<file path="config.mk">
export PLATFORM = sky130hd
export DESIGN_NAME = arbitro_ula_flat
export DESIGN_NICKNAME = d
export VERILOG_FILES = /design/src/rtl/arbitro_ula_if.sv /design/src/rtl/arbitro_ula.sv /design/src/flat_wrapper.sv
export SDC_FILE = /design/constraint.sdc
export NUM_CORES = 1
export LEC_CHECK = 0
export ABC_AREA = 1
export ABC_CLOCK_PERIOD_IN_PS = 1650
export CAP_MARGIN = 20
export CELL_PAD_IN_SITES_DETAIL_PLACEMENT = 1
export CELL_PAD_IN_SITES_GLOBAL_PLACEMENT = 2
export CORE_AREA = 2 2 91 93
export CTS_CLUSTER_DIAMETER = 60
export DETAILED_ROUTE_END_ITERATION = 6
export DIE_AREA = 0 0 93 95
export PLACE_DENSITY_LB_ADDON = 0.1
export REMOVE_ABC_BUFFERS = 1
export SYNTH_ARGS = -nofsm -noshare
export SYNTH_HDL_FRONTEND = slang
export SYNTH_SLANG_ARGS = --single-unit
</file>
<file path="constraint.sdc">
create_clock -name clock -period 1.65 [get_ports clock]
set_input_delay 0.165 -clock clock [delete_from_list [all_inputs] [get_ports clock]]
set_output_delay 0.165 -clock clock [all_outputs]
set_load 0.01 [all_outputs]
</file>
<file path="src/rtl/arbitro_ula_if.sv">
// -----------------------------------------------------------------------------
// arbitro_ula_if
// Bundles every non-clock signal of the ALU arbiter:
//   requester side : req0/1, op0/1, a0/1, b0/1 (in)  -> gnt0/1, done0/1,
//                    resultado, zero, ocupado (out)
//   ALU side       : ctrl_ula, num2, num1 (out to ALU),
//                    resultado_ula, zero_ula (in from ALU)
// modport slave  : the arbiter itself.
// modport master : the surroundings (requesters plus the combinational ALU).
// -----------------------------------------------------------------------------
interface arbitro_ula_if #(
    parameter int LARGURA = 8
);
    // requester 0
    logic               req0;
    logic               op0;
    logic [LARGURA-1:0] a0;
    logic [LARGURA-1:0] b0;
    logic               gnt0;
    logic               done0;
    // requester 1
    logic               req1;
    logic               op1;
    logic [LARGURA-1:0] a1;
    logic [LARGURA-1:0] b1;
    logic               gnt1;
    logic               done1;
    // shared response
    logic [LARGURA-1:0] resultado;
    logic               zero;
    logic               ocupado;
    // ALU connection
    logic               ctrl_ula;
    logic [LARGURA-1:0] num2;
    logic [LARGURA-1:0] num1;
    logic [LARGURA-1:0] resultado_ula;
    logic               zero_ula;

    modport slave (
        input  req0, op0, a0, b0,
        input  req1, op1, a1, b1,
        output gnt0, done0, gnt1, done1,
        output resultado, zero, ocupado,
        output ctrl_ula, num2, num1,
        input  resultado_ula, zero_ula
    );

    modport master (
        output req0, op0, a0, b0,
        output req1, op1, a1, b1,
        input  gnt0, done0, gnt1, done1,
        input  resultado, zero, ocupado,
        input  ctrl_ula, num2, num1,
        output resultado_ula, zero_ula
    );
endinterface

</file>
<file path="src/rtl/arbitro_ula.sv">
// -----------------------------------------------------------------------------
// arbitro_ula
// Round-robin arbiter/sequencer sharing one combinational add/subtract ALU
// between two requesters. A winning request is latched onto the ALU inputs,
// the ALU result and zero flag are registered one cycle later, and a one-cycle
// done pulse returns them to the requester that was served.
//
// Ports:
//   clock  : rising-edge system clock
//   resetn : asynchronous, active-low reset
//   bus    : arbitro_ula_if.slave (requests, grants, done pulses, shared
//            result/zero, ocupado, and the ALU control/operand/result wires)
//
// LARGURA must equal the width the interface instance was built with.
// -----------------------------------------------------------------------------
module arbitro_ula #(
    parameter int LARGURA = 8
) (
    input  logic              clock,
    input  logic              resetn,
    arbitro_ula_if.slave      bus
);

    typedef enum logic [1:0] {
        OCIOSO   = 2'd0,
        EXECUTA  = 2'd1,
        RESPONDE = 2'd2
    } estado_t;

    estado_t            estado;
    logic               ultimo;      // requester served last (1 after reset)
    logic               armado0;     // requester may be served again
    logic               armado1;
    logic               gnt0_r, gnt1_r;
    logic               done0_r, done1_r;
    logic               ocupado_r;
    logic               ctrl_r;
    logic [LARGURA-1:0] num2_r, num1_r;
    logic [LARGURA-1:0] resultado_r;
    logic               zero_r;

    logic               elegivel0, elegivel1;
    logic               concede;
    logic               vence1;

    // NOTE: every signal written in an always_comb gets a value on every path
    // (defaults first), otherwise synthesis infers a latch.
    always_comb begin
        elegivel0 = 1'b0;
        elegivel1 = 1'b0;
        concede   = 1'b0;
        vence1    = 1'b0;
        elegivel0 = bus.req0 & armado0;
        elegivel1 = bus.req1 & armado1;
        concede   = elegivel0 | elegivel1;
        // On a tie the requester not served last wins; ultimo = 1 favours 0.
        vence1    = elegivel1 & (~elegivel0 | ~ultimo);
    end

    // NOTE: state is updated with non-blocking assignments so every register
    // samples the values from before the edge, independent of statement order.
    always_ff @(posedge clock or negedge resetn) begin
        if (!resetn) begin
            estado      <= OCIOSO;
            ultimo      <= 1'b1;
            armado0     <= 1'b1;
            armado1     <= 1'b1;
            gnt0_r      <= 1'b0;
            gnt1_r      <= 1'b0;
            done0_r     <= 1'b0;
            done1_r     <= 1'b0;
            ocupado_r   <= 1'b0;
            ctrl_r      <= 1'b0;
            num2_r      <= '0;
            num1_r      <= '0;
            resultado_r <= '0;
            zero_r      <= 1'b0;
        end else begin
            done0_r <= 1'b0;
            done1_r <= 1'b0;

            // Dropping req re-arms a requester; the clear in RESPONDE below
            // comes later in the block and therefore wins.
            if (!bus.req0) armado0 <= 1'b1;
            if (!bus.req1) armado1 <= 1'b1;

            case (estado)
                OCIOSO: begin
                    if (concede) begin
                        estado    <= EXECUTA;
                        ocupado_r <= 1'b1;
                        gnt0_r    <= ~vence1;
                        gnt1_r    <= vence1;
                        ultimo    <= vence1;
                        ctrl_r    <= vence1 ? bus.op1 : bus.op0;
                        num2_r    <= vence1 ? bus.a1  : bus.a0;
                        num1_r    <= vence1 ? bus.b1  : bus.b0;
                    end
                end
                EXECUTA: begin
                    resultado_r <= bus.resultado_ula;
                    zero_r      <= bus.zero_ula;
                    estado      <= RESPONDE;
                end
                RESPONDE: begin
                    done0_r   <= gnt0_r;
                    done1_r   <= gnt1_r;
                    if (gnt0_r) armado0 <= 1'b0;
                    if (gnt1_r) armado1 <= 1'b0;
                    gnt0_r    <= 1'b0;
                    gnt1_r    <= 1'b0;
                    ocupado_r <= 1'b0;
                    estado    <= OCIOSO;
                end
                default: estado <= OCIOSO;
            endcase
        end
    end

    assign bus.gnt0      = gnt0_r;
    assign bus.gnt1      = gnt1_r;
    assign bus.done0     = done0_r;
    assign bus.done1     = done1_r;
    assign bus.ocupado   = ocupado_r;
    assign bus.ctrl_ula  = ctrl_r;
    assign bus.num2      = num2_r;
    assign bus.num1      = num1_r;
    assign bus.resultado = resultado_r;
    assign bus.zero      = zero_r;

endmodule

</file>
<file path="src/flat_wrapper.sv">
// flat-port wrapper written by rule: the top's interface ports become plain ports
module arbitro_ula_flat 
#(
    parameter int LARGURA = 8
)
  (clock, resetn, bus_req0, bus_op0, bus_a0, bus_b0, bus_req1, bus_op1, bus_a1, bus_b1, bus_gnt0, bus_done0, bus_gnt1, bus_done1, bus_resultado, bus_zero, bus_ocupado, bus_ctrl_ula, bus_num2, bus_num1, bus_resultado_ula, bus_zero_ula);
  arbitro_ula_if #(.LARGURA(LARGURA)) bus_i ();
  input  logic clock;
  input  logic resetn;
  input wire logic [$bits(bus_i.req0)-1:0] bus_req0;
  input wire logic [$bits(bus_i.op0)-1:0] bus_op0;
  input wire logic [$bits(bus_i.a0)-1:0] bus_a0;
  input wire logic [$bits(bus_i.b0)-1:0] bus_b0;
  input wire logic [$bits(bus_i.req1)-1:0] bus_req1;
  input wire logic [$bits(bus_i.op1)-1:0] bus_op1;
  input wire logic [$bits(bus_i.a1)-1:0] bus_a1;
  input wire logic [$bits(bus_i.b1)-1:0] bus_b1;
  output wire logic [$bits(bus_i.gnt0)-1:0] bus_gnt0;
  output wire logic [$bits(bus_i.done0)-1:0] bus_done0;
  output wire logic [$bits(bus_i.gnt1)-1:0] bus_gnt1;
  output wire logic [$bits(bus_i.done1)-1:0] bus_done1;
  output wire logic [$bits(bus_i.resultado)-1:0] bus_resultado;
  output wire logic [$bits(bus_i.zero)-1:0] bus_zero;
  output wire logic [$bits(bus_i.ocupado)-1:0] bus_ocupado;
  output wire logic [$bits(bus_i.ctrl_ula)-1:0] bus_ctrl_ula;
  output wire logic [$bits(bus_i.num2)-1:0] bus_num2;
  output wire logic [$bits(bus_i.num1)-1:0] bus_num1;
  input wire logic [$bits(bus_i.resultado_ula)-1:0] bus_resultado_ula;
  input wire logic [$bits(bus_i.zero_ula)-1:0] bus_zero_ula;
  assign bus_i.req0 = bus_req0;
  assign bus_i.op0 = bus_op0;
  assign bus_i.a0 = bus_a0;
  assign bus_i.b0 = bus_b0;
  assign bus_i.req1 = bus_req1;
  assign bus_i.op1 = bus_op1;
  assign bus_i.a1 = bus_a1;
  assign bus_i.b1 = bus_b1;
  assign bus_gnt0 = bus_i.gnt0;
  assign bus_done0 = bus_i.done0;
  assign bus_gnt1 = bus_i.gnt1;
  assign bus_done1 = bus_i.done1;
  assign bus_resultado = bus_i.resultado;
  assign bus_zero = bus_i.zero;
  assign bus_ocupado = bus_i.ocupado;
  assign bus_ctrl_ula = bus_i.ctrl_ula;
  assign bus_num2 = bus_i.num2;
  assign bus_num1 = bus_i.num1;
  assign bus_i.resultado_ula = bus_resultado_ula;
  assign bus_i.zero_ula = bus_zero_ula;
  arbitro_ula #(.LARGURA(LARGURA)) u_core (.clock(clock), .resetn(resetn), .bus(bus_i));
endmodule
</file>
### Signal wires by layer, run 1

Bar = 20 um.
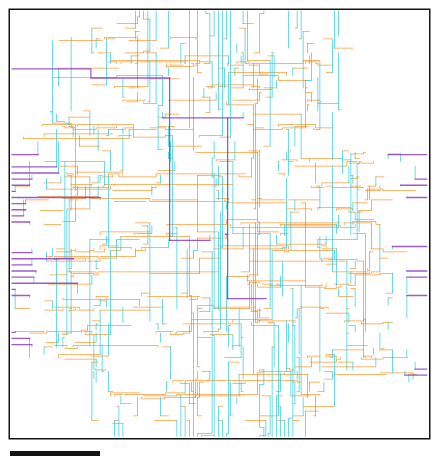
- metal 3: purple (wire length 249 um)
- metal 4: blue (wire length 76.2 um)
- metal 2: cyan (wire length 2380 um)
- metal 1: orange (wire length 2190 um)

### Clock routing, run 1

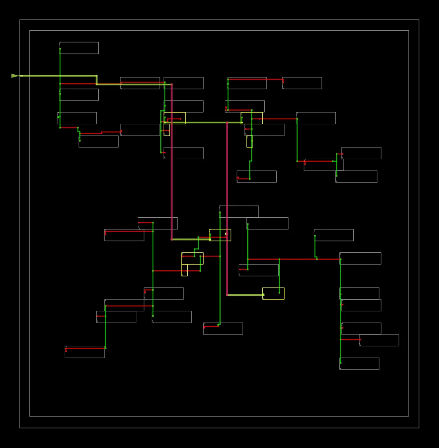
number of flip-flops and latches: 36
Sinks on Clock Net: 36

### I/O pins on the die edge, run 1

Pins as bars across the die edge, other pins in gray.
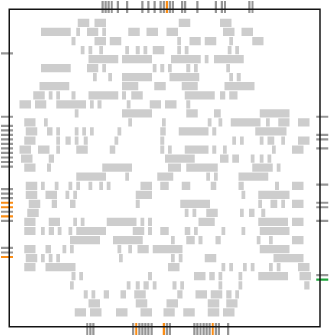
- `bus_a1`: orange (pins 8; direction input; edge 4 left, 3 bottom, 1 top)
- `resetn`: green (pins 1; direction input; edge right)
- all pins by edge: 23 bottom, 23 left, 22 top, 10 right

### Clock network drawn from the DEF, run 1

Bar = 20 um.
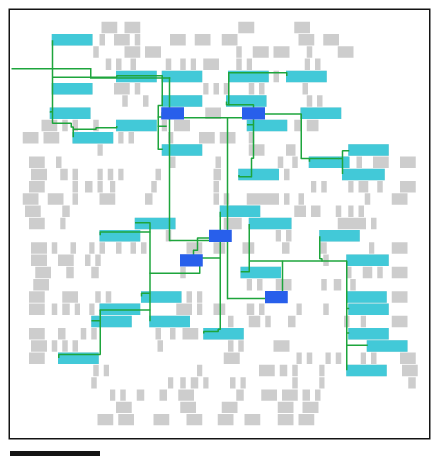
- flip-flops: cyan (count 36)
- clock drivers: blue (count 5)
- clock wires: green (length 539 um)
- routed clock nets: 6
- flops lie: widely spread

==> report_table.html, run 1 <==
<p>Metrics extracted from the flow reports.</p>
<table>
<tr><th>Metric</th><th>Value</th></tr>
<tr><th colspan="2">Synth</th></tr>
<tr><td>Sequential-to-total area share from yosys stat</td><td>0.557</td></tr>
<tr><td>Leading register cell type out of synthesis</td><td>sky130_fd_sc_hd__dfrtp_1</td></tr>
<tr><td>Top area contributor share</td><td>0.509</td></tr>
<tr><td>Number of enable-type register cells in the synthesized netlist</td><td>0</td></tr>
<tr><td>Top cells by count</td><td>sky130_fd_sc_hd__nand2_1, sky130_fd_sc_hd__dfrtp_1, sky130_fd_sc_hd__nand3_1</td></tr>
<tr><td>Most frequently used cell type in the post-synthesis netlist</td><td>sky130_fd_sc_hd__nand2_1</td></tr>
<tr><td>Yosys top cell by area</td><td>sky130_fd_sc_hd__dfrtp_1</td></tr>
<tr><td>Gate count after technology mapping</td><td>204</td></tr>
<tr><td>Mean instance size in the synthesized netlist</td><td>7.95 sq um</td></tr>
<tr><td>Post-synthesis instance area</td><td>0.00162 sq mm</td></tr>
<tr><td>Post-synth area hogs</td><td>sky130_fd_sc_hd__dfrtp_1, sky130_fd_sc_hd__nand2_1, sky130_fd_sc_hd__nand3_1</td></tr>
<tr><td>Yosys cell count</td><td>204</td></tr>
<tr><td>Ys async rst share</td><td>1.00</td></tr>
<tr><td>Number of register bits inferred by synthesis</td><td>36</td></tr>
<tr><td>YS warnings</td><td>0</td></tr>
<tr><td>Yosys synthesis chip area</td><td>0.00162 sq mm</td></tr>
<tr><td>Post-synth cell types</td><td>18</td></tr>
<tr><th colspan="2">Global routing</th></tr>
<tr><td>Met2 Usage GRT</td><td>0.202</td></tr>
<tr><td>Met3 layer usage reported by global route</td><td>0.0351</td></tr>
<tr><td>Wire length of the first global-routing pass</td><td>8340 um</td></tr>
<tr><td>Vias in the first global route</td><td>1712</td></tr>
<tr><td>Overflow left after global routing</td><td>0</td></tr>
<tr><td>Fraction of met1 tracks used by global routing</td><td>0.156</td></tr>
<tr><td>Global-route layer with the greatest usage</td><td>met2</td></tr>
<tr><td>Gr usage total</td><td>0.123</td></tr>
<tr><td>Antenna violations before repair</td><td>0</td></tr>
<tr><td>Maximum number of pins on one net before global-route repair</td><td>20</td></tr>
<tr><th colspan="2">Finish</th></tr>
<tr><td># nets final</td><td>335</td></tr>
<tr><td>Most frequent standard cell in the layout excluding fill and tap cells</td><td>sky130_fd_sc_hd__nand2_1</td></tr>
<tr><td>Final cell count without fillers</td><td>394</td></tr>
<tr><td>Share of final-layout standard cells stronger than drive strength 1</td><td>0.0727</td></tr>
<tr><td>Most frequent logic cells in the routed design</td><td>sky130_fd_sc_hd__nand2_1, sky130_fd_sc_hd__clkdlybuf4s50_1, sky130_fd_sc_hd__dfrtp_1</td></tr>
<tr><td>Filler cell count in the final layout</td><td>958</td></tr>
<tr><td>Area growth from synthesis to layout</td><td>61.1%</td></tr>
<tr><td>Storage cell area</td><td>905 sq um</td></tr>
<tr><td># diodes</td><td>0</td></tr>
<tr><td>Combinational cell area excluding buffers and inverters</td><td>623 sq um</td></tr>
<tr><th colspan="2">Final timing</th></tr>
<tr><td>Actual slew at the worst max-slew pin</td><td>460 ps</td></tr>
<tr><td>F_max</td><td>726 MHz</td></tr>
<tr><td>Post-layout period usage of the worst path</td><td>0.835</td></tr>
<tr><td>Final-report setup violation count</td><td>0</td></tr>
<tr><td>Skew final</td><td>13.3 ps</td></tr>
<tr><td>RSZ-0062 raised after global routing</td><td>false</td></tr>
<tr><td>Slew Viols, Final</td><td>0</td></tr>
<tr><td>Minimum clock period after layout</td><td>1380 ps</td></tr>
<tr><td>Final sum of negative setup slack</td><td>0 ps</td></tr>
<tr><td>Number of hold-slack violations in the final timing report</td><td>0</td></tr>
<tr><td>Hold slack final</td><td>360 ps</td></tr>
<tr><td>Max transition margin</td><td>0.693</td></tr>
<tr><th colspan="2">Clock tree</th></tr>
<tr><td>Clock tree buffer depth</td><td>2</td></tr>
<tr><td>Clock latency reported for the late side of the worst-skew pair</td><td>290 ps</td></tr>
<tr><td>Quantity of gates resized following cts</td><td>0</td></tr>
<tr><td>Number of buffers created by CTS</td><td>5</td></tr>
<tr><td>Worst-path clk slew</td><td>80 ps</td></tr>
<tr><td>Maximum level of the CTS H-tree</td><td>2</td></tr>
<tr><td>TritonCTS clock tree</td><td>built</td></tr>
<tr><td>Root buffer selected by CTS</td><td>sky130_fd_sc_hd__clkbuf_8</td></tr>
<tr><th colspan="2">Detailed routing</th></tr>
<tr><td>DRC errors left</td><td>0</td></tr>
<tr><td>Violation count after the first detailed-route iteration</td><td>42</td></tr>
<tr><td>Length of routed wiring on met1</td><td>2190 um</td></tr>
<tr><td>Max layer used</td><td>met4</td></tr>
<tr><td>Detail-routed via count per cell</td><td>4.00</td></tr>
<tr><td>Detail-routed net length per standard cell</td><td>12.4 um</td></tr>
<tr><td>WL final</td><td>4890 um</td></tr>
<tr><td>Wire length on met2</td><td>2380 um</td></tr>
<tr><td>1st-pass router iterations</td><td>4</td></tr>
<tr><td>Via total after detailed routing</td><td>1577</td></tr>
<tr><td>Sum of met3 wire segment lengths after detailed routing</td><td>249 um</td></tr>
<tr><td>Post-route ant nets</td><td>0</td></tr>
<tr><th colspan="2">Power and ir drop</th></tr>
<tr><td>Leak Pwr</td><td>0.00128 uW</td></tr>
<tr><td>Overall power</td><td>4360 uW</td></tr>
<tr><td>Worst supply voltage drop on vdd</td><td>0.000563 V</td></tr>
<tr><td>P per Cell Area</td><td>1670 mW/mm^2</td></tr>
<tr><th colspan="2">Critical path</th></tr>
<tr><td>Arr. time, crit path</td><td>1210 ps</td></tr>
<tr><td>Endpoint of the worst-slack reg-to-reg timing path</td><td>u_core.bus.ctrl_ula</td></tr>
<tr><td>Largest fanout on the critical path</td><td>2</td></tr>
<tr><td>CP Depth</td><td>1</td></tr>
<tr><td>CP required</td><td>1480 ps</td></tr>
<tr><td>Slowest-stage cell, CP</td><td>sky130_fd_sc_hd__clkdlybuf4s50_1</td></tr>
<tr><td>Cell-by-cell trace of the critical path</td><td>clkdlybuf4s50_1</td></tr>
<tr><td>Type of destination of the critical path</td><td>output pin</td></tr>
<tr><td>Total buffers and inverters traversed by the critical path</td><td>1</td></tr>
<tr><td>FF-to-FF Start</td><td>u_core.armado0</td></tr>
<tr><td>Worst-case register-to-register setup slack</td><td>330 ps</td></tr>
<tr><td>Reg2reg path depth</td><td>6</td></tr>
<tr><td>Classification of the worst setup path</td><td>reg -&gt; out</td></tr>
<tr><td>Cell family with most CP delay</td><td>buffers and inverters</td></tr>
<tr><td>Crit path largest cell delay</td><td>570 ps</td></tr>
<tr><td>Nature of the critical path startpoint</td><td>flip-flop</td></tr>
<tr><th colspan="2">Die</th></tr>
<tr><td>Horizontal die dimension</td><td>93 um</td></tr>
<tr><td># rows</td><td>33</td></tr>
<tr><td>Die Size</td><td>0.00884 sq mm</td></tr>
<tr><td>Height of the die</td><td>95 um</td></tr>
<tr><td>I/O pin total</td><td>78</td></tr>
<tr><td>Initial Utilization</td><td>0.205</td></tr>
<tr><td>Core region area</td><td>0.00793 sq mm</td></tr>
<tr><th colspan="2">Place</th></tr>
<tr><td>Total of buffers placed on input and output ports</td><td>77</td></tr>
<tr><td>Global placement routability congestion</td><td>0.717</td></tr>
<tr><td>Total instance count after detailed placement</td><td>385</td></tr>
<tr><td>Dpl hpwl</td><td>3660 um</td></tr>
<tr><th colspan="2">Run</th></tr>
<tr><td>Count of tool warnings</td><td>25</td></tr>
<tr><td>Max capacitance violation total</td><td>0</td></tr>
<tr><th colspan="2">Hold path</th></tr>
<tr><td>Path type of the worst min-delay path</td><td>in -&gt; async</td></tr>
<tr><th colspan="2">Run status</th></tr>
<tr><td>Outcome</td><td>completed</td></tr>
</table>
-- run 1: final cells by class --
type,count,share of cell area
Sequential cell,36,0.346
Timing Repair Buffer,84,0.319
Multi-Input combinational cell,150,0.238
Tap cell,105,0.0502
Clock buffer,8,0.0306
Inverter,11,0.0163
-- run 1: what timing repair did --
item	4_1_cts	5_1_grt
hold buffers	1	0
setup buffers	0	0
endpoints found under the hold margin	15	0
-- run 1: how the worst max path moves through the flow --
| stage | start | to | slack [ps] |
|---|---|---|---|
| after floorplan | u_core.armado0 | u_core.bus.ctrl_ula | 360 |
| after global placement | bus_req0 | u_core.bus.num1[2] | 100 |
| after detailed placement | bus_req0 | u_core.bus.ctrl_ula | 120 |
| after CTS | u_core.bus.num2[7] | bus_num2[7] | 250 |
| after global routing | u_core.armado0 | u_core.bus.num1[2] | 170 |
| final | u_core.bus.num2[1] | bus_num2[1] | 270 |
-- run 1: power breakdown --
part / switching (uW) / internal [uW]
clock network: 300 / 300
registers: 227 / 1320
logic: 1150 / 1060
-- run 1: cell families after synthesis --
group	synth area share
AND-OR/OR-AND	0.0139
AND/OR/NAND/NOR	0.370
flip-flops	0.557
buffers and inverters	0.0586
-- run 1: state kept, by name (all words and copies together) (netlist names), 2 cells and up --
signal,count
u_core.bus.num1,8
u_core.bus.num2,8
u_core.bus.resultado,8
u_core.estado,2
-- run 1: metrics by stage --
stage | instance area, sq um | setup slack, ps | util
floorplan | 1570 | 363 | -
global placement | 2520 | 102 | 0.318
detailed placement | 2520 | 119 | 0.318
CTS | 2620 | 247 | 0.330
global route | 2620 | 171 | 0.330
finish | 2620 | 272 | 0.330
==> run 2, diff against run 1 <==
--- a/config.mk
+++ b/config.mk
@@ -6,14 +6,14 @@
 export NUM_CORES = 1
 export LEC_CHECK = 0
 export ABC_AREA = 1
-export ABC_CLOCK_PERIOD_IN_PS = 1650
+export ABC_CLOCK_PERIOD_IN_PS = 1250
 export CAP_MARGIN = 20
 export CELL_PAD_IN_SITES_DETAIL_PLACEMENT = 1
 export CELL_PAD_IN_SITES_GLOBAL_PLACEMENT = 2
-export CORE_AREA = 2 2 91 93
+export CORE_AREA = 2 2 96 98
 export CTS_CLUSTER_DIAMETER = 60
 export DETAILED_ROUTE_END_ITERATION = 6
-export DIE_AREA = 0 0 93 95
+export DIE_AREA = 0 0 98 100
 export PLACE_DENSITY_LB_ADDON = 0.1
 export REMOVE_ABC_BUFFERS = 1
 export SYNTH_ARGS = -nofsm -noshare
==> constraint.sdc (replaced) <==
create_clock -name clock -period 1.25 [get_ports clock]
set_input_delay 0.125 -clock clock [delete_from_list [all_inputs] [get_ports clock]]
set_output_delay 0.125 -clock clock [all_outputs]
set_load 0.01 [all_outputs]
### I/O pins on the die edge, run 2

Pins as bars across the die edge, other pins in gray.
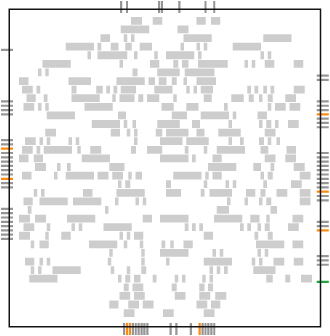
- `bus_a1`: orange (pins 8; direction input; edge 3 right, 3 bottom, 2 left)
- `resetn`: green (pins 1; direction input; edge right)

### Signal wires by layer, run 2

Bar = 20 um.
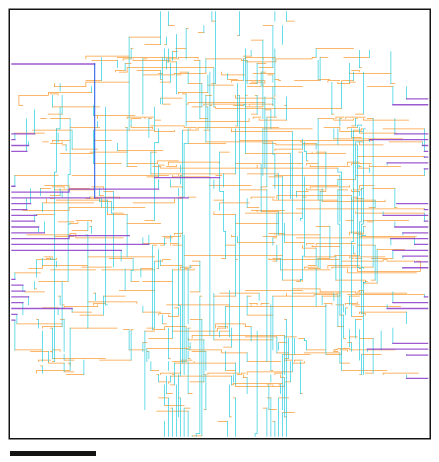
- metal 4: blue (wire length 31.3 um)
- metal 1: orange (wire length 2770 um)
- metal 2: cyan (wire length 2570 um)
- metal 3: purple (wire length 435 um)

### Clock routing, run 2

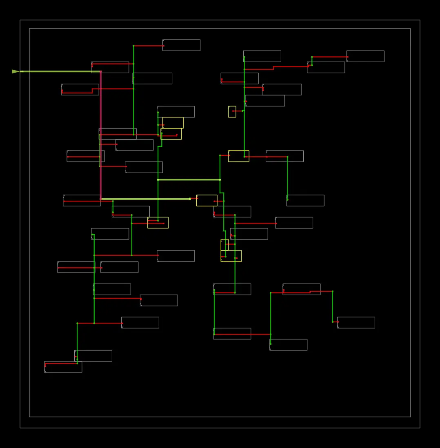
number of buffers created by CTS: 5
skew final: 6.67 ps
clock latency reported for the late side of the worst-skew pair: 280 ps
final-layout clock buffer total: 6
power in the clock group: 869 uW

==> run 2 against run 1 <==
Largest cell class is now buffers. Combinational power grew 52%. Area after synthesis is the same. Non-clock buffer count grew 11. Critical endpoint is now u_core.bus.num2[5]. Routed wire length grew 19%. Clock skew shrank 6.6 ps. Clock power grew 45%. Critical path type is now reg -> reg.
==> report_table.html, run 2 <==
<p>Metrics extracted from the flow reports.</p>
<table>
<tr><th>Metric</th><th>Value</th></tr>
<tr><th colspan="2">Final timing</th></tr>
<tr><td>F_max</td><td>812 MHz</td></tr>
<tr><td>RSZ-0062 raised after global routing</td><td>true</td></tr>
<tr><td>Number of hold-slack violations in the final timing report</td><td>0 (unchanged)</td></tr>
<tr><td>Final-report setup violation count</td><td>0 (unchanged)</td></tr>
<tr><td>Slew Viols, Final</td><td>0 (unchanged)</td></tr>
<tr><td>Actual slew at the worst max-slew pin</td><td>497 ps (+37.0 ps)</td></tr>
<tr><td>Minimum clock period after layout</td><td>1230 ps</td></tr>
<tr><td>Post-layout period usage of the worst path</td><td>0.985</td></tr>
<tr><td>Max transition margin</td><td>0.669 (-0.0246)</td></tr>
<tr><td>Final Worst Setup Slack</td><td>18.8 ps (-254 ps)</td></tr>
<tr><th colspan="2">Detailed routing</th></tr>
<tr><td>Violation count after the first detailed-route iteration</td><td>42 (unchanged)</td></tr>
<tr><td>Detail-routed via count per cell</td><td>3.93 (-1.7%)</td></tr>
<tr><td>1st-pass router iterations</td><td>4 (unchanged)</td></tr>
<tr><td>WL final</td><td>5800 um (+19%)</td></tr>
<tr><td>Post-route ant nets</td><td>0 (unchanged)</td></tr>
<tr><td>Via total after detailed routing</td><td>1629 (+3.3%)</td></tr>
<tr><td>Detail-routed net length per standard cell</td><td>14.0 um (+13%)</td></tr>
<tr><td>DRC errors left</td><td>0 (unchanged)</td></tr>
<tr><th colspan="2">Run</th></tr>
<tr><td>Max capacitance violation total</td><td>0 (unchanged)</td></tr>
<tr><td>Count of tool warnings</td><td>26 (+4.0%)</td></tr>
<tr><th colspan="2">Finish</th></tr>
<tr><td>Number of flip-flops and latches</td><td>36 (unchanged)</td></tr>
<tr><td>Share of final-layout standard cells stronger than drive strength 1</td><td>0.145 (+0.0726)</td></tr>
<tr><td>Number of non-clock buffers</td><td>95 (+13%)</td></tr>
<tr><td>Fraction of area in multi-input gates</td><td>0.248 (+0.00964)</td></tr>
<tr><td>Layout non-clock buf frac</td><td>0.334 (+0.0155)</td></tr>
<tr><td>Most frequent logic cells in the routed design</td><td>sky130_fd_sc_hd__nand2_1, sky130_fd_sc_hd__clkdlybuf4s50_1, sky130_fd_sc_hd__dfrtp_1</td></tr>
<tr><td>Most frequent standard cell in the layout excluding fill and tap cells</td><td>sky130_fd_sc_hd__nand2_1</td></tr>
<tr><td>Final cell count without fillers</td><td>414 (+5.1%)</td></tr>
<tr><td># diodes</td><td>0 (unchanged)</td></tr>
<tr><td>Inverters, non-clock</td><td>11 (unchanged)</td></tr>
<tr><td>Multi-In Gates</td><td>153 (+2.0%)</td></tr>
<tr><td>Filler cell count in the final layout</td><td>1074 (+12%)</td></tr>
<tr><td>Area growth from synthesis to layout</td><td>76.0%</td></tr>
<tr><td>Proportion of cell area spent on the clock network</td><td>0.0324 (+0.00179)</td></tr>
<tr><td>Storage cell area</td><td>905 sq um (unchanged)</td></tr>
<tr><td>Combinational cell area excluding buffers and inverters</td><td>708 sq um (+14%)</td></tr>
<tr><td>Top cell class by occupied area</td><td>buffers</td></tr>
<tr><td># nets final</td><td>349 (+4.2%)</td></tr>
<tr><td>Sequential share of cell area</td><td>0.317 (-0.0292)</td></tr>
<tr><th colspan="2">Die</th></tr>
<tr><td>Die Size</td><td>0.00980 sq mm (+11%)</td></tr>
<tr><td>Height of the die</td><td>100 um (+5.3%)</td></tr>
<tr><td># rows</td><td>35 (+6.1%)</td></tr>
<tr><td>Horizontal die dimension</td><td>98 um (+5.4%)</td></tr>
<tr><td>I/O pin total</td><td>78 (unchanged)</td></tr>
<tr><td>Tapcells inserted</td><td>111 (+5.7%)</td></tr>
<tr><td>Core region area</td><td>0.00889 sq mm (+12%)</td></tr>
<tr><td>Initial Utilization</td><td>0.183 (-0.0222)</td></tr>
<tr><th colspan="2">Power and ir drop</th></tr>
<tr><td>Clock group share of total power</td><td>0.139 (+0.002)</td></tr>
<tr><td>Combinational power share</td><td>0.536 (+0.028)</td></tr>
<tr><td>Leak Pwr</td><td>0.00148 uW (+15%)</td></tr>
<tr><td>Net switching power figure</td><td>2520 uW (+50%)</td></tr>
<tr><td>Reg power frac</td><td>0.325 (-0.030)</td></tr>
<tr><td>P_int</td><td>3720 uW (+39%)</td></tr>
<tr><td>Worst supply voltage drop on vdd</td><td>0.000679 V (+21%)</td></tr>
<tr><td>P per Cell Area</td><td>2190 mW/mm^2 (+31%)</td></tr>
<tr><td>Fraction of power spent switching nets</td><td>0.404 (+0.0184)</td></tr>
<tr><th colspan="2">Synth</th></tr>
<tr><td>Number of enable-type register cells in the synthesized netlist</td><td>0 (unchanged)</td></tr>
<tr><td>Multiplexer fraction of the synthesized cell area</td><td>0 (unchanged)</td></tr>
<tr><td>Number of register bits inferred by synthesis</td><td>36 (unchanged)</td></tr>
<tr><td>Compound-gate portion of the synthesized area</td><td>0.0139 (unchanged)</td></tr>
<tr><td>Top cells by count</td><td>sky130_fd_sc_hd__nand2_1, sky130_fd_sc_hd__dfrtp_1, sky130_fd_sc_hd__nand3_1</td></tr>
<tr><td>XOR/XNOR Area Share</td><td>0 (unchanged)</td></tr>
<tr><td>Mean instance size in the synthesized netlist</td><td>7.95 sq um (unchanged)</td></tr>
<tr><td>Most frequently used cell type in the post-synthesis netlist</td><td>sky130_fd_sc_hd__nand2_1</td></tr>
<tr><td>Ys async rst share</td><td>1.00 (unchanged)</td></tr>
<tr><td>Yosys cell count</td><td>204 (unchanged)</td></tr>
<tr><td>Post-synth area hogs</td><td>sky130_fd_sc_hd__dfrtp_1, sky130_fd_sc_hd__nand2_1, sky130_fd_sc_hd__nand3_1</td></tr>
<tr><td>Sequential-to-total area share from yosys stat</td><td>0.557 (unchanged)</td></tr>
<tr><td>Post-synth cell types</td><td>18 (unchanged)</td></tr>
<tr><td>Simple share</td><td>0.370 (unchanged)</td></tr>
<tr><td>Gate count after technology mapping</td><td>204 (unchanged)</td></tr>
<tr><td>Top area contributor share</td><td>0.509 (unchanged)</td></tr>
<tr><td>Main logic family</td><td>simple AND/OR/NAND/NOR gates</td></tr>
<tr><td>YS warnings</td><td>0 (unchanged)</td></tr>
<tr><td>Post-synthesis instance area</td><td>0.00162 sq mm (unchanged)</td></tr>
<tr><td>Yosys synthesis chip area</td><td>0.00162 sq mm (unchanged)</td></tr>
<tr><td>Adder share</td><td>0 (unchanged)</td></tr>
<tr><td>Leading register cell type out of synthesis</td><td>sky130_fd_sc_hd__dfrtp_1</td></tr>
<tr><td>Yosys top cell by area</td><td>sky130_fd_sc_hd__dfrtp_1</td></tr>
<tr><th colspan="2">Global routing</th></tr>
<tr><td>Vias in the first global route</td><td>1742 (+1.8%)</td></tr>
<tr><td>Antenna violations before repair</td><td>0 (unchanged)</td></tr>
<tr><td>Maximum number of pins on one net before global-route repair</td><td>19 (-5.0%)</td></tr>
<tr><td>Wire length of the first global-routing pass</td><td>8950 um (+7.4%)</td></tr>
<tr><td>Gr usage total</td><td>0.116 (-0.00707)</td></tr>
<tr><td>Overflow left after global routing</td><td>0 (unchanged)</td></tr>
<tr><th colspan="2">Critical path</th></tr>
<tr><td>Startpoint of the most critical setup path</td><td>u_core.armado1</td></tr>
<tr><td>Cell-by-cell trace of the critical path</td><td>nand2_4 -&gt; clkinv_8 -&gt; buf_12 -&gt; nand2_4 -&gt; nand2_1 -&gt; nand2_1 -&gt; nand2_1 -&gt; nand2_1</td></tr>
<tr><td>Nature of the critical path startpoint</td><td>flip-flop</td></tr>
<tr><td>FF-to-FF Start</td><td>u_core.armado1</td></tr>
<tr><td>Crit path largest cell delay</td><td>560 ps (about the same)</td></tr>
<tr><td>Most used cell along the critical path</td><td>sky130_fd_sc_hd__nand2_1</td></tr>
<tr><td>Slowest-stage cell, CP</td><td>sky130_fd_sc_hd__dfstp_2</td></tr>
<tr><td>CP Depth</td><td>8 (+7)</td></tr>
<tr><td>Critical path endpoint</td><td>u_core.bus.num2[5]</td></tr>
<tr><td>Classification of the worst setup path</td><td>reg -&gt; reg</td></tr>
<tr><td>Endpoint of the worst-slack reg-to-reg timing path</td><td>u_core.bus.num2[5]</td></tr>
<tr><td>Arr. time, crit path</td><td>1410 ps (+200 ps)</td></tr>
<tr><td>Type of destination of the critical path</td><td>flip-flop</td></tr>
<tr><td>Largest fanout on the critical path</td><td>6 (+4)</td></tr>
<tr><td>Worst-case register-to-register setup slack</td><td>20 ps (-310 ps)</td></tr>
<tr><td>Reg2reg path depth</td><td>8 (+2)</td></tr>
<tr><td>Total buffers and inverters traversed by the critical path</td><td>2 (+1)</td></tr>
<tr><td>Cell family with most CP delay</td><td>flip-flops</td></tr>
<tr><td>CP required</td><td>1430 ps (-50 ps)</td></tr>
<tr><th colspan="2">Place</th></tr>
<tr><td>Total of buffers placed on input and output ports</td><td>77 (unchanged)</td></tr>
<tr><td>Global placement routability congestion</td><td>0.669 (-6.7%)</td></tr>
<tr><td>Total instance count after detailed placement</td><td>397 (+3.1%)</td></tr>
<tr><td>Pre-CTS worst setup slack</td><td>-155 ps (-274 ps)</td></tr>
<tr><td>Dpl hpwl</td><td>4010 um (+9.7%)</td></tr>
<tr><th colspan="2">Clock tree</th></tr>
<tr><td>Maximum level of the CTS H-tree</td><td>2 (unchanged)</td></tr>
<tr><td>Worst-path clk slew</td><td>70 ps (about the same)</td></tr>
<tr><td>TritonCTS clock tree</td><td>built</td></tr>
<tr><td>Root buffer selected by CTS</td><td>sky130_fd_sc_hd__clkbuf_8</td></tr>
<tr><td>Clock tree buffer depth</td><td>2 (unchanged)</td></tr>
<tr><td>Sinks on Clock Net</td><td>36 (unchanged)</td></tr>
<tr><th colspan="2">Hold path</th></tr>
<tr><td>Path type of the worst min-delay path</td><td>in -&gt; async</td></tr>
<tr><th colspan="2">Run status</th></tr>
<tr><td>Outcome</td><td>completed</td></tr>
</table>
-- run 2: netlist changes by cell type in the layout (fill, tap and decap cells not counted), moves of 3 or more --
cell	change
sky130_fd_sc_hd__clkdlybuf4s50_1	-31
sky130_fd_sc_hd__dlygate4sd2_1	+31
sky130_fd_sc_hd__nand2_1	-6
sky130_fd_sc_hd__buf_12	+5
sky130_fd_sc_hd__buf_6	+4
sky130_fd_sc_hd__nand2_2	+4
sky130_fd_sc_hd__clkbuf_1	-3
sky130_fd_sc_hd__nand2_8	+3
-- run 2: timing repair --
item	in CTS	in global routing
pin swaps	1	2
setup buffers	1	3
endpoints found under the setup margin	41	20
gates cloned	0	4
hold buffers	1	0
resized	32	24
hold endpoints to repair	12	0
-- run 2: metal layers --
metal / part of all wire / GRT usage / wire length, um
met4: 0.0053 / 0.0256 / 31
met1: 0.48 / 0.155 / 2770
met5: 0 / 0 / 0
met3: 0.075 / 0.0446 / 435
met2: 0.44 / 0.179 / 2570
-- run 2: kinds of logic after synthesis --
group | count (synthesis)
simple gates | 146
flops | 36
buf+inv | 18
compound gates | 4
-- run 2: power by group through the flow --
stage / Clock [uW] / Combinational, uW / Sequential (uW)
final: 869 / 3350 / 2030
after floorplan: 0 / 1150 / 2250
after global routing: 980 / 3750 / 2110
after detailed placement: 0 / 3340 / 2050
after global placement: 0 / 3300 / 2070
after CTS: 914 / 3050 / 2030
-- run 2: metrics by stage --
step,utilization,TNS [ps],hold WS (ps),power (uW),instance area (sq um)
finish,0.321,0,344,6240,2860
floorplan,-,-198,-171,3400,1570
global route,0.321,-477,370,6840,2860
CTS,0.302,0,357,5990,2690
global placement,0.294,-2220,122,5370,2620
detailed placement,0.294,-2650,124,5390,2620
==> run 3, diff against run 2 <==
--- a/config.mk
+++ b/config.mk
@@ -14,6 +14,7 @@
 export CTS_CLUSTER_DIAMETER = 60
 export DETAILED_ROUTE_END_ITERATION = 6
 export DIE_AREA = 0 0 98 100
+export HOLD_SLACK_MARGIN = 0.12
 export PLACE_DENSITY_LB_ADDON = 0.1
 export REMOVE_ABC_BUFFERS = 1
 export SYNTH_ARGS = -nofsm -noshare
### Clock routing, run 3

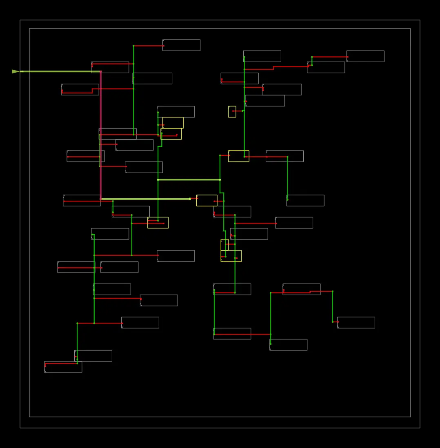

### Clock network drawn from the DEF, run 3

Bar = 20 um.
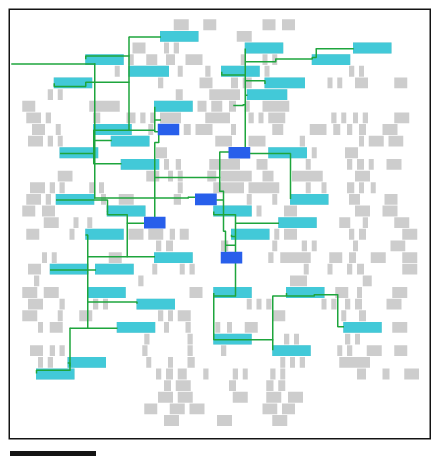
- clock drivers: blue (count 5)
- clock wires: green (length 581 um)
- flip-flops: cyan (count 36)
- routed clock nets: 6

### Signal wires by layer, run 3

Bar = 20 um.
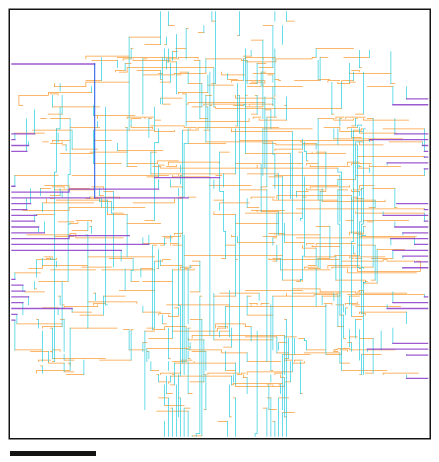
- metal 4: blue (wire length 31.3 um)
- metal 3: purple (wire length 435 um)
- metal 2: cyan (wire length 2570 um)
- metal 1: orange (wire length 2770 um)

==> run 3 against run 2 <==
Count of clock-buffer cells in the layout unchanged. Via count unchanged. Synthesized cell count is the same. Clock skew is the same. Total power unchanged. Combinational power about the same. Setup slack is the same. Register-to-register slack about the same. Final area unchanged. Fmax is the same. Largest cell class unchanged.
==> report_table.html, run 3 <==
<p>Metrics extracted from the flow reports.</p>
<table>
<tr><th>Metric</th><th>Value</th></tr>
<tr><th colspan="2">Finish</th></tr>
<tr><td>Multi-In Gates</td><td>153 (unchanged)</td></tr>
<tr><td>Filler cell count in the final layout</td><td>1074 (unchanged)</td></tr>
<tr><td>Top cell class by occupied area</td><td>buffers</td></tr>
<tr><td>Layout non-clock buf frac</td><td>0.334 (unchanged)</td></tr>
<tr><td>Proportion of cell area spent on the clock network</td><td>0.0324 (unchanged)</td></tr>
<tr><td># diodes</td><td>0 (unchanged)</td></tr>
<tr><td>Number of non-clock buffers</td><td>95 (unchanged)</td></tr>
<tr><td>Final cell count without fillers</td><td>414 (unchanged)</td></tr>
<tr><td>Sequential share of cell area</td><td>0.317 (unchanged)</td></tr>
<tr><td>Combinational cell area excluding buffers and inverters</td><td>708 sq um (unchanged)</td></tr>
<tr><td>Inverters, non-clock</td><td>11 (unchanged)</td></tr>
<tr><td>Share of final-layout standard cells stronger than drive strength 1</td><td>0.145 (unchanged)</td></tr>
<tr><td>Fraction of area in multi-input gates</td><td>0.248 (unchanged)</td></tr>
<tr><td>Final-layout clock buffer total</td><td>6 (unchanged)</td></tr>
<tr><td>Post-Layout Inst Area</td><td>0.00286 sq mm (unchanged)</td></tr>
<tr><td>Number of flip-flops and latches</td><td>36 (unchanged)</td></tr>
<tr><td>Most frequent logic cells in the routed design</td><td>sky130_fd_sc_hd__nand2_1, sky130_fd_sc_hd__clkdlybuf4s50_1, sky130_fd_sc_hd__dfrtp_1</td></tr>
<tr><td># nets final</td><td>349 (unchanged)</td></tr>
<tr><td>Area growth from synthesis to layout</td><td>76.0% (unchanged)</td></tr>
<tr><td>Storage cell area</td><td>905 sq um (unchanged)</td></tr>
<tr><td>Most frequent standard cell in the layout excluding fill and tap cells</td><td>sky130_fd_sc_hd__nand2_1</td></tr>
<tr><th colspan="2">Synth</th></tr>
<tr><td>Mean instance size in the synthesized netlist</td><td>7.95 sq um (unchanged)</td></tr>
<tr><td>YS warnings</td><td>0 (unchanged)</td></tr>
<tr><td>Sequential-to-total area share from yosys stat</td><td>0.557 (unchanged)</td></tr>
<tr><td>Number of register bits inferred by synthesis</td><td>36 (unchanged)</td></tr>
<tr><td>Number of enable-type register cells in the synthesized netlist</td><td>0 (unchanged)</td></tr>
<tr><td>Yosys cell count</td><td>204 (unchanged)</td></tr>
<tr><td>Ys async rst share</td><td>1.00 (unchanged)</td></tr>
<tr><td>Top cells by count</td><td>sky130_fd_sc_hd__nand2_1, sky130_fd_sc_hd__dfrtp_1, sky130_fd_sc_hd__nand3_1</td></tr>
<tr><td>Top area contributor share</td><td>0.509 (unchanged)</td></tr>
<tr><td>Post-synthesis instance area</td><td>0.00162 sq mm (unchanged)</td></tr>
<tr><td>Post-synth area hogs</td><td>sky130_fd_sc_hd__dfrtp_1, sky130_fd_sc_hd__nand2_1, sky130_fd_sc_hd__nand3_1</td></tr>
<tr><td>Leading register cell type out of synthesis</td><td>sky130_fd_sc_hd__dfrtp_1</td></tr>
<tr><td>Post-synth cell types</td><td>18 (unchanged)</td></tr>
<tr><td>Yosys top cell by area</td><td>sky130_fd_sc_hd__dfrtp_1</td></tr>
<tr><td>Most frequently used cell type in the post-synthesis netlist</td><td>sky130_fd_sc_hd__nand2_1</td></tr>
<tr><td>Gate count after technology mapping</td><td>204 (unchanged)</td></tr>
<tr><td>Yosys synthesis chip area</td><td>0.00162 sq mm (unchanged)</td></tr>
<tr><th colspan="2">Final timing</th></tr>
<tr><td>Slew Viols, Final</td><td>0 (unchanged)</td></tr>
<tr><td>Post-layout period usage of the worst path</td><td>0.985 (unchanged)</td></tr>
<tr><td>Final sum of negative setup slack</td><td>0 ps (unchanged)</td></tr>
<tr><td>RSZ-0062 raised after global routing</td><td>true</td></tr>
<tr><td>Actual slew at the worst max-slew pin</td><td>497 ps (unchanged)</td></tr>
<tr><td>Max transition margin</td><td>0.669 (unchanged)</td></tr>
<tr><td>Skew final</td><td>6.67 ps (unchanged)</td></tr>
<tr><td>F_max</td><td>812 MHz (unchanged)</td></tr>
<tr><td>Final-report setup violation count</td><td>0 (unchanged)</td></tr>
<tr><td>Number of hold-slack violations in the final timing report</td><td>0 (unchanged)</td></tr>
<tr><td>Minimum clock period after layout</td><td>1230 ps (unchanged)</td></tr>
<tr><td>Final Worst Setup Slack</td><td>18.8 ps (unchanged)</td></tr>
<tr><th colspan="2">Clock tree</th></tr>
<tr><td>Maximum level of the CTS H-tree</td><td>2 (unchanged)</td></tr>
<tr><td>Root buffer selected by CTS</td><td>sky130_fd_sc_hd__clkbuf_8</td></tr>
<tr><td>Worst-path clk slew</td><td>70 ps (about the same)</td></tr>
<tr><td>Number of buffers created by CTS</td><td>5 (unchanged)</td></tr>
<tr><td>Clock tree buffer depth</td><td>2 (unchanged)</td></tr>
<tr><td>TritonCTS clock tree</td><td>built</td></tr>
<tr><td>Sinks on Clock Net</td><td>36 (unchanged)</td></tr>
<tr><td>Clock latency reported for the late side of the worst-skew pair</td><td>280 ps (about the same)</td></tr>
<tr><th colspan="2">Critical path</th></tr>
<tr><td>Slowest-stage cell, CP</td><td>sky130_fd_sc_hd__dfstp_2</td></tr>
<tr><td>Cell-by-cell trace of the critical path</td><td>nand2_4 -&gt; clkinv_8 -&gt; buf_12 -&gt; nand2_4 -&gt; nand2_1 -&gt; nand2_1 -&gt; nand2_1 -&gt; nand2_1</td></tr>
<tr><td>Endpoint of the worst-slack reg-to-reg timing path</td><td>u_core.bus.num2[5]</td></tr>
<tr><td>Nature of the critical path startpoint</td><td>flip-flop</td></tr>
<tr><td>Classification of the worst setup path</td><td>reg -&gt; reg</td></tr>
<tr><td>Worst-case register-to-register setup slack</td><td>20 ps (about the same)</td></tr>
<tr><td>Cell family with most CP delay</td><td>flip-flops</td></tr>
<tr><td>Total buffers and inverters traversed by the critical path</td><td>2 (unchanged)</td></tr>
<tr><td>Arr. time, crit path</td><td>1410 ps (about the same)</td></tr>
<tr><td>Reg2reg path depth</td><td>8 (unchanged)</td></tr>
<tr><td>Most used cell along the critical path</td><td>sky130_fd_sc_hd__nand2_1</td></tr>
<tr><td>Type of destination of the critical path</td><td>flip-flop</td></tr>
<tr><td>FF-to-FF Start</td><td>u_core.armado1</td></tr>
<tr><td>CP required</td><td>1430 ps (about the same)</td></tr>
<tr><td>Largest fanout on the critical path</td><td>6 (unchanged)</td></tr>
<tr><td>Crit path largest cell delay</td><td>560 ps (about the same)</td></tr>
<tr><th colspan="2">Detailed routing</th></tr>
<tr><td>Detail-routed net length per standard cell</td><td>14.0 um (unchanged)</td></tr>
<tr><td>Violation count after the first detailed-route iteration</td><td>42 (unchanged)</td></tr>
<tr><td>DRC errors left</td><td>0 (unchanged)</td></tr>
<tr><td>WL final</td><td>5800 um (unchanged)</td></tr>
<tr><td>Via total after detailed routing</td><td>1629 (unchanged)</td></tr>
<tr><td>1st-pass router iterations</td><td>4 (unchanged)</td></tr>
<tr><td>Post-route ant nets</td><td>0 (unchanged)</td></tr>
<tr><td>Detail-routed via count per cell</td><td>3.93 (unchanged)</td></tr>
<tr><th colspan="2">Place</th></tr>
<tr><td>Global placement routability congestion</td><td>0.669 (unchanged)</td></tr>
<tr><td>Total of buffers placed on input and output ports</td><td>77 (unchanged)</td></tr>
<tr><td>Pre-CTS worst setup slack</td><td>-155 ps (unchanged)</td></tr>
<tr><td>Total instance count after detailed placement</td><td>397 (unchanged)</td></tr>
<tr><td>Area post-placement</td><td>0.00262 sq mm (unchanged)</td></tr>
<tr><td>Dpl hpwl</td><td>4010 um (unchanged)</td></tr>
<tr><th colspan="2">Die</th></tr>
<tr><td>Height of the die</td><td>100 um (unchanged)</td></tr>
<tr><td>I/O pin total</td><td>78 (unchanged)</td></tr>
<tr><td>Core region area</td><td>0.00889 sq mm (unchanged)</td></tr>
<tr><td>Initial Utilization</td><td>0.183 (unchanged)</td></tr>
<tr><td>Die Size</td><td>0.00980 sq mm (unchanged)</td></tr>
<tr><td>Tapcells inserted</td><td>111 (unchanged)</td></tr>
<tr><td># rows</td><td>35 (unchanged)</td></tr>
<tr><td>Horizontal die dimension</td><td>98 um (unchanged)</td></tr>
<tr><th colspan="2">Global routing</th></tr>
<tr><td>Gr usage total</td><td>0.116 (unchanged)</td></tr>
<tr><td>Overflow left after global routing</td><td>0 (unchanged)</td></tr>
<tr><td>Maximum number of pins on one net before global-route repair</td><td>19 (unchanged)</td></tr>
<tr><td>Antenna violations before repair</td><td>0 (unchanged)</td></tr>
<tr><td>Wire length of the first global-routing pass</td><td>8950 um (unchanged)</td></tr>
<tr><td>Vias in the first global route</td><td>1742 (unchanged)</td></tr>
<tr><th colspan="2">Power and ir drop</th></tr>
<tr><td>Worst supply voltage drop on vdd</td><td>0.000679 V (unchanged)</td></tr>
<tr><td>P per Cell Area</td><td>2190 mW/mm^2 (unchanged)</td></tr>
<tr><td>Leak Pwr</td><td>0.00148 uW (unchanged)</td></tr>
<tr><th colspan="2">Run</th></tr>
<tr><td>Count of tool warnings</td><td>26 (unchanged)</td></tr>
<tr><td>Max capacitance violation total</td><td>0 (unchanged)</td></tr>
<tr><th colspan="2">Run status</th></tr>
<tr><td>Outcome</td><td>completed</td></tr>
<tr><th colspan="2">Hold path</th></tr>
<tr><td>Path type of the worst min-delay path</td><td>in -&gt; async</td></tr>
</table>
==> run 3: per-layer routing <==
layer  up-vias  track usage  routed length [um]
met3         2       0.0446                 435
li1        825            -                   -
met1       747        0.155                2770
met5         -            0                   0
met2        55        0.179                2570
met4         0       0.0256                  31
==> run 3: worst max-delay path by stage <==
stage                                      to      startpoint  cells past startpoint  slack, ps
final                      u_core.bus.num2[5]  u_core.armado1                      8         20
after global routing       u_core.bus.num1[2]  u_core.armado0                      7        -60
after floorplan           u_core.bus.ctrl_ula  u_core.armado0                      6        -40
after detailed placement   u_core.bus.num2[4]        bus_req0                      7       -150
after CTS                  u_core.bus.num1[2]  u_core.armado0                      6          1
after global placement        u_core.bus.gnt0        bus_req0                      8       -170
==> run 3: through the flow <==
step | utilization | hold WS, ps | power, uW
floorplan | - | -171 | 3400
global placement | 0.294 | 122 | 5370
detailed placement | 0.294 | 124 | 5390
CTS | 0.302 | 357 | 5990
global route | 0.321 | 370 | 6840
finish | 0.321 | 344 | 6240
==> run 3: cells by family (layout without fill, tap and decap cells) <==
| group | count (synthesis) | after routing | synth area share |
|---|---|---|---|
| compound gates | 4 | 4 | 0.0139 |
| simple gates | 146 | 149 | 0.370 |
| flops | 36 | 36 | 0.557 |
| buf+inv | 18 | 114 | 0.0586 |
==> run 3: repair_timing <==
action | CTS | global route
gates resized | 32 | 24
pin swaps | 1 | 2
endpoints found under the hold margin | 12 | 0
setup buffers | 1 | 3
setup endpoints to repair | 41 | 20
hold buffers | 1 | 0
cloned | 0 | 4
==> run 3: power by group <==
part | leakage, uW | switching, uW | internal (uW) | total [uW]
clock network | 0.0000510 | 429 | 440 | 869
logic | 0.000984 | 1810 | 1540 | 3350
registers | 0.000442 | 284 | 1740 | 2030

## Gallery

Where the registers sit.
Other sequential cells in the stronger gray, the rest of the logic in the fainter gray.
Plate I
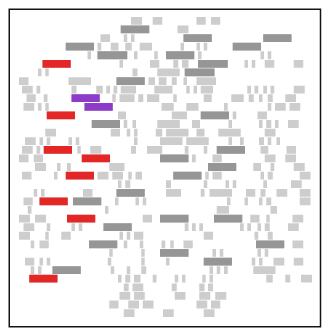
Plate II
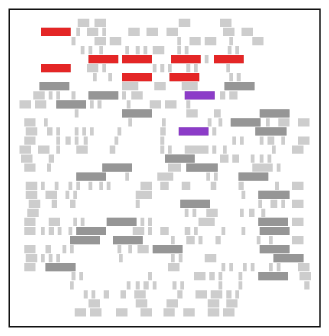
Run 1 is Plate II.
Run 2 is Plate I.

Power figures rest on the tool's default switching activity, not on a simulated workload.
